**src/rtl/il_bus_pkg.sv**
```systemverilog
// Shared types and address decode for the interleaved scratchpad crossbar.
package il_bus_pkg;

   // Port index covers all banks plus the internal error responder (index NUM_SLAVE).
   localparam int unsigned PORT_IDX_W = 8;
   typedef logic [PORT_IDX_W-1:0] port_idx_t;

   typedef struct packed {
      logic        in_range;
      logic [31:0] bank;
      logic [63:0] local_addr;
   } decode_t;

   function automatic decode_t il_decode(
      input logic [63:0] addr,
      input logic [63:0] base,
      input logic [63:0] size,
      input int unsigned aw,
      input int unsigned g,
      input int unsigned b
   );
      decode_t     d;
      logic [63:0] aw_mask;
      logic [63:0] off;
      aw_mask      = (aw >= 64) ? '1 : ((64'd1 << aw) - 64'd1);
      off          = (addr - base) & aw_mask;
      d.in_range   = (addr >= base) && (off < size);
      d.bank       = 32'((off >> g) & ((64'd1 << b) - 64'd1));
      d.local_addr = ((off >> (g + b)) << g) | (off & ((64'd1 << g) - 64'd1));
      return d;
   endfunction

endpackage

```
**src/rtl/il_route_fifo.sv**
```systemverilog
// Per-bank FIFO of master ids, recording who owns each outstanding bank response.
module il_route_fifo #(
   parameter int unsigned ID_W  = 2,
   parameter int unsigned DEPTH = 2
) (
   input  logic            i_clk,
   input  logic            i_rst_n,
   input  logic            i_push,
   input  logic [ID_W-1:0] i_push_id,
   input  logic            i_pop,
   output logic            o_full,
   output logic            o_empty,
   output logic [ID_W-1:0] o_head
);
   localparam int unsigned PW = (DEPTH > 1) ? $clog2(DEPTH) : 1;
   localparam int unsigned CW = $clog2(DEPTH + 1);

   logic [ID_W-1:0] r_mem [DEPTH];
   logic [PW-1:0]   r_rd;
   logic [PW-1:0]   r_wr;
   logic [CW-1:0]   r_cnt;
   logic            w_push;
   logic            w_pop;

   assign o_full  = (r_cnt == CW'(DEPTH));
   assign o_empty = (r_cnt == '0);
   assign o_head  = r_mem[r_rd];
   assign w_push  = i_push && !o_full;
   assign w_pop   = i_pop && !o_empty;

   always_ff @(posedge i_clk) begin
      if (!i_rst_n) begin
         r_rd  <= '0;
         r_wr  <= '0;
         r_cnt <= '0;
      end else begin
         if (w_push) r_wr <= (r_wr == PW'(DEPTH - 1)) ? '0 : r_wr + 1'b1;
         if (w_pop)  r_rd <= (r_rd == PW'(DEPTH - 1)) ? '0 : r_rd + 1'b1;
         r_cnt <= r_cnt + CW'(w_push) - CW'(w_pop);
      end
   end

   always_ff @(posedge i_clk) begin
      if (w_push) r_mem[r_wr] <= i_push_id;
   end

endmodule

```
**src/rtl/il_bus_xbar_rr.sv**
```systemverilog
// OBI crossbar: NUM_MASTER masters onto word-interleaved banks with round-robin,
// request locking, per-bank response routing and an error responder for stray addresses.
module il_bus_xbar_rr
   import il_bus_pkg::*;
#(
   parameter int unsigned           NUM_MASTER      = 4,
   parameter int unsigned           NUM_SLAVE       = 4,
   parameter int unsigned           DATA_WIDTH      = 32,
   parameter int unsigned           ADDR_WIDTH      = 32,
   parameter int unsigned           GRANULE_BYTES   = 4,
   parameter logic [ADDR_WIDTH-1:0] IL_ADDR_OFFSET  = 'h00008000,
   parameter logic [ADDR_WIDTH-1:0] IL_ADDR_SIZE    = 'h00020000,
   parameter int unsigned           MAX_OUTSTANDING = 2
) (
   input  logic                               clk_i,
   input  logic                               rst_ni,
   input  logic [NUM_MASTER-1:0]              m_req_i,
   input  logic [NUM_MASTER-1:0]              m_we_i,
   input  logic [NUM_MASTER*DATA_WIDTH/8-1:0] m_be_i,
   input  logic [NUM_MASTER*ADDR_WIDTH-1:0]   m_addr_i,
   input  logic [NUM_MASTER*DATA_WIDTH-1:0]   m_wdata_i,
   output logic [NUM_MASTER-1:0]              m_gnt_o,
   output logic [NUM_MASTER-1:0]              m_rvalid_o,
   output logic [NUM_MASTER*DATA_WIDTH-1:0]   m_rdata_o,
   output logic [NUM_MASTER-1:0]              m_err_o,
   output logic [NUM_SLAVE-1:0]               s_req_o,
   output logic [NUM_SLAVE-1:0]               s_we_o,
   output logic [NUM_SLAVE*DATA_WIDTH/8-1:0]  s_be_o,
   output logic [NUM_SLAVE*ADDR_WIDTH-1:0]    s_addr_o,
   output logic [NUM_SLAVE*DATA_WIDTH-1:0]    s_wdata_o,
   input  logic [NUM_SLAVE-1:0]               s_gnt_i,
   input  logic [NUM_SLAVE-1:0]               s_rvalid_i,
   input  logic [NUM_SLAVE*DATA_WIDTH-1:0]    s_rdata_i
);
   localparam int unsigned G   = $clog2(GRANULE_BYTES);
   localparam int unsigned B   = $clog2(NUM_SLAVE);
   localparam int unsigned MW  = (NUM_MASTER > 1) ? $clog2(NUM_MASTER) : 1;
   localparam int unsigned CW  = $clog2(MAX_OUTSTANDING + 1);
   localparam int unsigned BW  = DATA_WIDTH / 8;
   localparam int unsigned NP  = NUM_SLAVE + 1;
   localparam port_idx_t   ERR = port_idx_t'(NUM_SLAVE);

   decode_t               w_dec     [NUM_MASTER];
   port_idx_t             w_tgt     [NUM_MASTER];
   logic [ADDR_WIDTH-1:0] w_local   [NUM_MASTER];
   logic [NUM_MASTER-1:0] w_elig;
   logic [CW-1:0]         r_cnt     [NUM_MASTER];
   port_idx_t             r_tgt     [NUM_MASTER];
   logic [MW-1:0]         r_rr      [NP];
   logic [NP-1:0]         r_lock_vld;
   logic [MW-1:0]         r_lock_id [NP];
   logic [MW-1:0]         w_idx;
   logic [NP-1:0]         w_win_vld;
   logic [MW-1:0]         w_win     [NP];
   logic [NP-1:0]         w_full;
   logic [NP-1:0]         w_sgnt;
   logic [NP-1:0]         w_preq;
   logic [NP-1:0]         w_pgnt;
   logic [NUM_SLAVE-1:0]  w_fifo_full;
   logic [NUM_SLAVE-1:0]  w_empty;
   logic [NUM_SLAVE-1:0]  w_pop;
   logic [MW-1:0]         w_head    [NUM_SLAVE];
   logic                  r_err_vld_p1;
   logic [MW-1:0]         r_err_id_p1;
   logic                  r_live;

   always_comb begin
      for (int m = 0; m < NUM_MASTER; m++) begin
         w_dec[m]   = il_decode(64'(m_addr_i[m*ADDR_WIDTH +: ADDR_WIDTH]), 64'(IL_ADDR_OFFSET),
                                64'(IL_ADDR_SIZE), ADDR_WIDTH, G, B);
         w_tgt[m]   = w_dec[m].in_range ? port_idx_t'(w_dec[m].bank) : ERR;
         w_local[m] = w_dec[m].local_addr[ADDR_WIDTH-1:0];
         // A master may only stack requests on the port it is already waiting on.
         w_elig[m]  = m_req_i[m] && (r_cnt[m] < CW'(MAX_OUTSTANDING)) &&
                      ((r_cnt[m] == '0) || (w_tgt[m] == r_tgt[m]));
      end
   end

   assign w_full = {1'b0, w_fifo_full};
   assign w_sgnt = {1'b1, s_gnt_i};

   always_comb begin
      w_idx = '0;
      for (int p = 0; p < NP; p++) begin
         w_win_vld[p] = 1'b0;
         w_win[p]     = '0;
         for (int k = NUM_MASTER - 1; k >= 0; k--) begin
            w_idx = MW'((32'(r_rr[p]) + 32'(k)) % NUM_MASTER);
            if (w_elig[w_idx] && (w_tgt[w_idx] == port_idx_t'(p))) begin
               w_win_vld[p] = 1'b1;
               w_win[p]     = w_idx;
            end
         end
         if (r_lock_vld[p]) begin
            w_win_vld[p] = m_req_i[r_lock_id[p]];
            w_win[p]     = r_lock_id[p];
         end
         w_preq[p] = w_win_vld[p] && !w_full[p] && rst_ni;
         w_pgnt[p] = w_preq[p] && w_sgnt[p];
      end
   end

   assign s_req_o = w_preq[NUM_SLAVE-1:0];

   always_comb begin
      s_we_o    = '0;
      s_be_o    = '0;
      s_addr_o  = '0;
      s_wdata_o = '0;
      m_gnt_o   = '0;
      for (int b = 0; b < NUM_SLAVE; b++) begin
         if (w_preq[b]) begin
            s_we_o[b]                               = m_we_i[w_win[b]];
            s_be_o[b*BW +: BW]                      = m_be_i[32'(w_win[b])*BW +: BW];
            s_addr_o[b*ADDR_WIDTH +: ADDR_WIDTH]    = w_local[w_win[b]];
            s_wdata_o[b*DATA_WIDTH +: DATA_WIDTH]   = m_wdata_i[32'(w_win[b])*DATA_WIDTH +: DATA_WIDTH];
         end
      end
      for (int p = 0; p < NP; p++) begin
         if (w_pgnt[p]) m_gnt_o[w_win[p]] = 1'b1;
      end
   end

   always_comb begin
      m_rvalid_o = '0;
      m_err_o    = '0;
      m_rdata_o  = '0;
      for (int b = 0; b < NUM_SLAVE; b++) begin
         if (w_pop[b]) begin
            m_rvalid_o[w_head[b]]                                  = 1'b1;
            m_rdata_o[32'(w_head[b])*DATA_WIDTH +: DATA_WIDTH]     = s_rdata_i[b*DATA_WIDTH +: DATA_WIDTH];
         end
      end
      if (r_err_vld_p1 && rst_ni) begin
         m_rvalid_o[r_err_id_p1] = 1'b1;
         m_err_o[r_err_id_p1]    = 1'b1;
      end
   end

   always_ff @(posedge clk_i) begin
      if (!rst_ni) begin
         r_live <= 1'b0;
         for (int m = 0; m < NUM_MASTER; m++) begin
            r_cnt[m] <= '0;
            r_tgt[m] <= '0;
         end
         for (int p = 0; p < NP; p++) begin
            r_rr[p]       <= '0;
            r_lock_vld[p] <= 1'b0;
            r_lock_id[p]  <= '0;
         end
      end else begin
         r_live <= 1'b1;
         for (int m = 0; m < NUM_MASTER; m++) begin
            r_cnt[m] <= r_cnt[m] + CW'(m_gnt_o[m]) - CW'(m_rvalid_o[m]);
            if (m_gnt_o[m]) r_tgt[m] <= w_tgt[m];
         end
         for (int p = 0; p < NP; p++) begin
            if (w_pgnt[p]) begin
               r_rr[p]       <= MW'((32'(w_win[p]) + 32'd1) % NUM_MASTER);
               r_lock_vld[p] <= 1'b0;
            end else if (w_preq[p]) begin
               r_lock_vld[p] <= 1'b1;
               r_lock_id[p]  <= w_win[p];
            end
         end
      end
   end

   // Error responder stage: answers one cycle after its grant.
   always_ff @(posedge clk_i) begin
      if (!rst_ni) r_err_vld_p1 <= 1'b0;
      else         r_err_vld_p1 <= w_pgnt[NUM_SLAVE];
   end

   always_ff @(posedge clk_i) begin
      r_err_id_p1 <= w_win[NUM_SLAVE];
   end

   for (genvar b = 0; b < NUM_SLAVE; b++) begin : g_bank
      il_route_fifo #(
         .ID_W  (MW),
         .DEPTH (MAX_OUTSTANDING)
      ) u_route_fifo (
         .i_clk     (clk_i),
         .i_rst_n   (rst_ni),
         .i_push    (w_pgnt[b]),
         .i_push_id (w_win[b]),
         .i_pop     (w_pop[b]),
         .o_full    (w_fifo_full[b]),
         .o_empty   (w_empty[b]),
         .o_head    (w_head[b])
      );

      assign w_pop[b] = s_rvalid_i[b] && !w_empty[b] && rst_ni;

      a_no_orphan_rsp: assert property (@(posedge clk_i) disable iff (!rst_ni || !r_live)
                                        !(s_rvalid_i[b] && w_empty[b]));
   end

endmodule
```
**config.mk**
```make
export PLATFORM = sky130hd
export DESIGN_NAME = il_bus_xbar_rr
export DESIGN_NICKNAME = d
export VERILOG_FILES = /design/src/rtl/il_bus_pkg.sv /design/src/rtl/il_route_fifo.sv /design/src/rtl/il_bus_xbar_rr.sv
export SDC_FILE = /design/constraint.sdc
export NUM_CORES = 1
export LEC_CHECK = 0
export ABC_AREA = 1
export CELL_PAD_IN_SITES_DETAIL_PLACEMENT = 1
export CELL_PAD_IN_SITES_GLOBAL_PLACEMENT = 2
export CORE_ASPECT_RATIO = 0.75
export CORE_MARGIN = 10
export CORE_UTILIZATION = 22
export CTS_CLUSTER_SIZE = 20
export DETAILED_ROUTE_END_ITERATION = 10
export PLACE_DENSITY = 0.83
export SYNTH_ARGS = -nofsm -noshare
export SYNTH_HDL_FRONTEND = slang
export SYNTH_SLANG_ARGS = --single-unit
```
**constraint.sdc**
```tcl
create_clock -name clk_i -period 6.55 [get_ports clk_i]
set_input_delay 1.31 -clock clk_i [delete_from_list [all_inputs] [get_ports clk_i]]
set_output_delay 1.31 -clock clk_i [all_outputs]
set_load 0.05 [all_outputs]
```
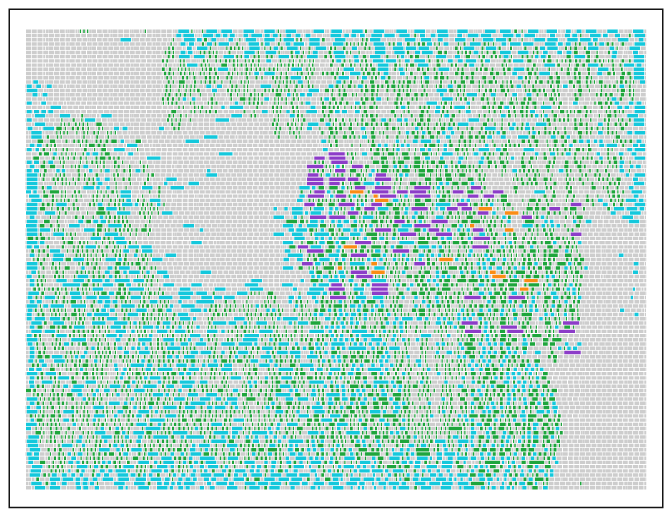
**Above:** placement by cell class.
Fill, decap, tap and diode cells in gray.
| class | color | cells | share of their area |
|---|---|---|---|
| sequential cells | purple | 81 | 4.1% |
| combinational and other logic | green | 4,812 | 51% |
| clock drivers and dummy loads | orange | 16 | 0.61% |
| remaining buffers and delay cells | cyan | 1,793 | 44% |
final core occ: 44.2%
Seq/total area: 3.98%
Rows: 109
Core Box Area: 118,000 um^2

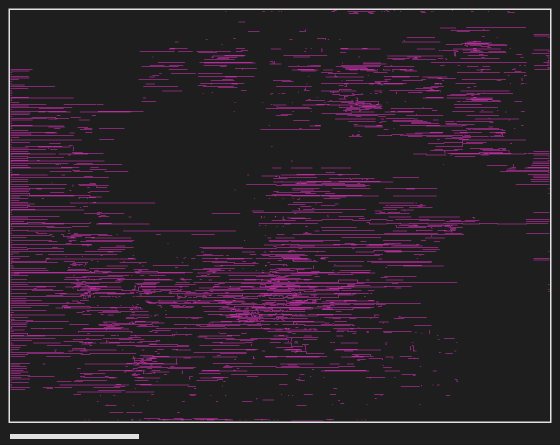
**Above:** M3 wires.
Scale bar: 100 um.
share of all routed wire: 9.6%
wire length on this layer: 23.4 mm
WL final: 242,000 um
vias: 47,886

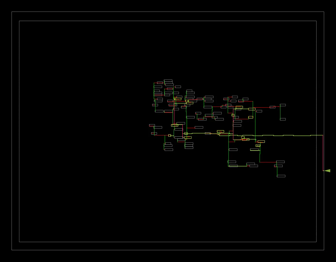
**Above:** clock nets.
clock latency at the later pin of the worst-skew pair: 370 ps
Clock group: 0.548 mW
Clock Skew: 11.9 ps

==> results.sh <==
# implementation run metrics
export IMPL_status="finished with violations"
export IMPL_violations="setup timing"
export IMPL_place_area_um2=45000
export IMPL_final_fill_count=14952
export IMPL_synth_cell_types=50
export IMPL_numSynthFlops=81
export IMPL_power_density_nw_per_um2=318
export IMPL_ys_area_um2=26300
export IMPL_max_freq_mhz=146
export IMPL_final_cell_area_um2=52300
export IMPL_grt_pass1_vias=46345
export IMPL_worstSetupStartpointType="input pin"
export IMPL_nFlopsAndLatches=81
export IMPL_finalCriticalPeriod_ps=6850
export IMPL_power_share_clock_pct=3.3
export IMPL_cp_slowest_cell="dlygate4sd2_1"
export IMPL_cp_data_arrival_time_ps=5540
export IMPL_cts_root_buf="clkbuf_16"
export IMPL_switching_share_pct=57.2
export IMPL_syn_to_final_growth_pct=98.5
export IMPL_logic_gate_count=4444
export IMPL_setup_violations=272
export IMPL_maxSlewHeadroom_pct=23.8
export IMPL_regArea_um2=2080
export IMPL_met3_usage_pct=5.82
export IMPL_min_path_type="flip-flop to flip-flop"
export IMPL_simple_gate_share_pct=61.9
export IMPL_route_met2_wl_um=110000
export IMPL_port_buffers=829
export IMPL_clkbuf_count=9
export IMPL_p_int_mw=7.12
export IMPL_fin_ws_ps=-297
export IMPL_worstPathRequired_ps=5240
export IMPL_crit_path_end="s_addr_o[47]"
export IMPL_wire_per_inst_um=29.1
export IMPL_final_clk_cell_share_pct=0.586
export IMPL_highest_layer="met5"
export IMPL_yosys_cells=5297
export IMPL_worstReg2RegStart="r_rr[0][6]"
export IMPL_drv_slew=0
export IMPL_numClockSinks=81
export IMPL_p_seq_mw=0.862
export IMPL_gp_congestion=1.00
export IMPL_synth_area_per_cell_um2=4.97
export IMPL_drv_cap=0
Power and IR drop assume default switching activity.
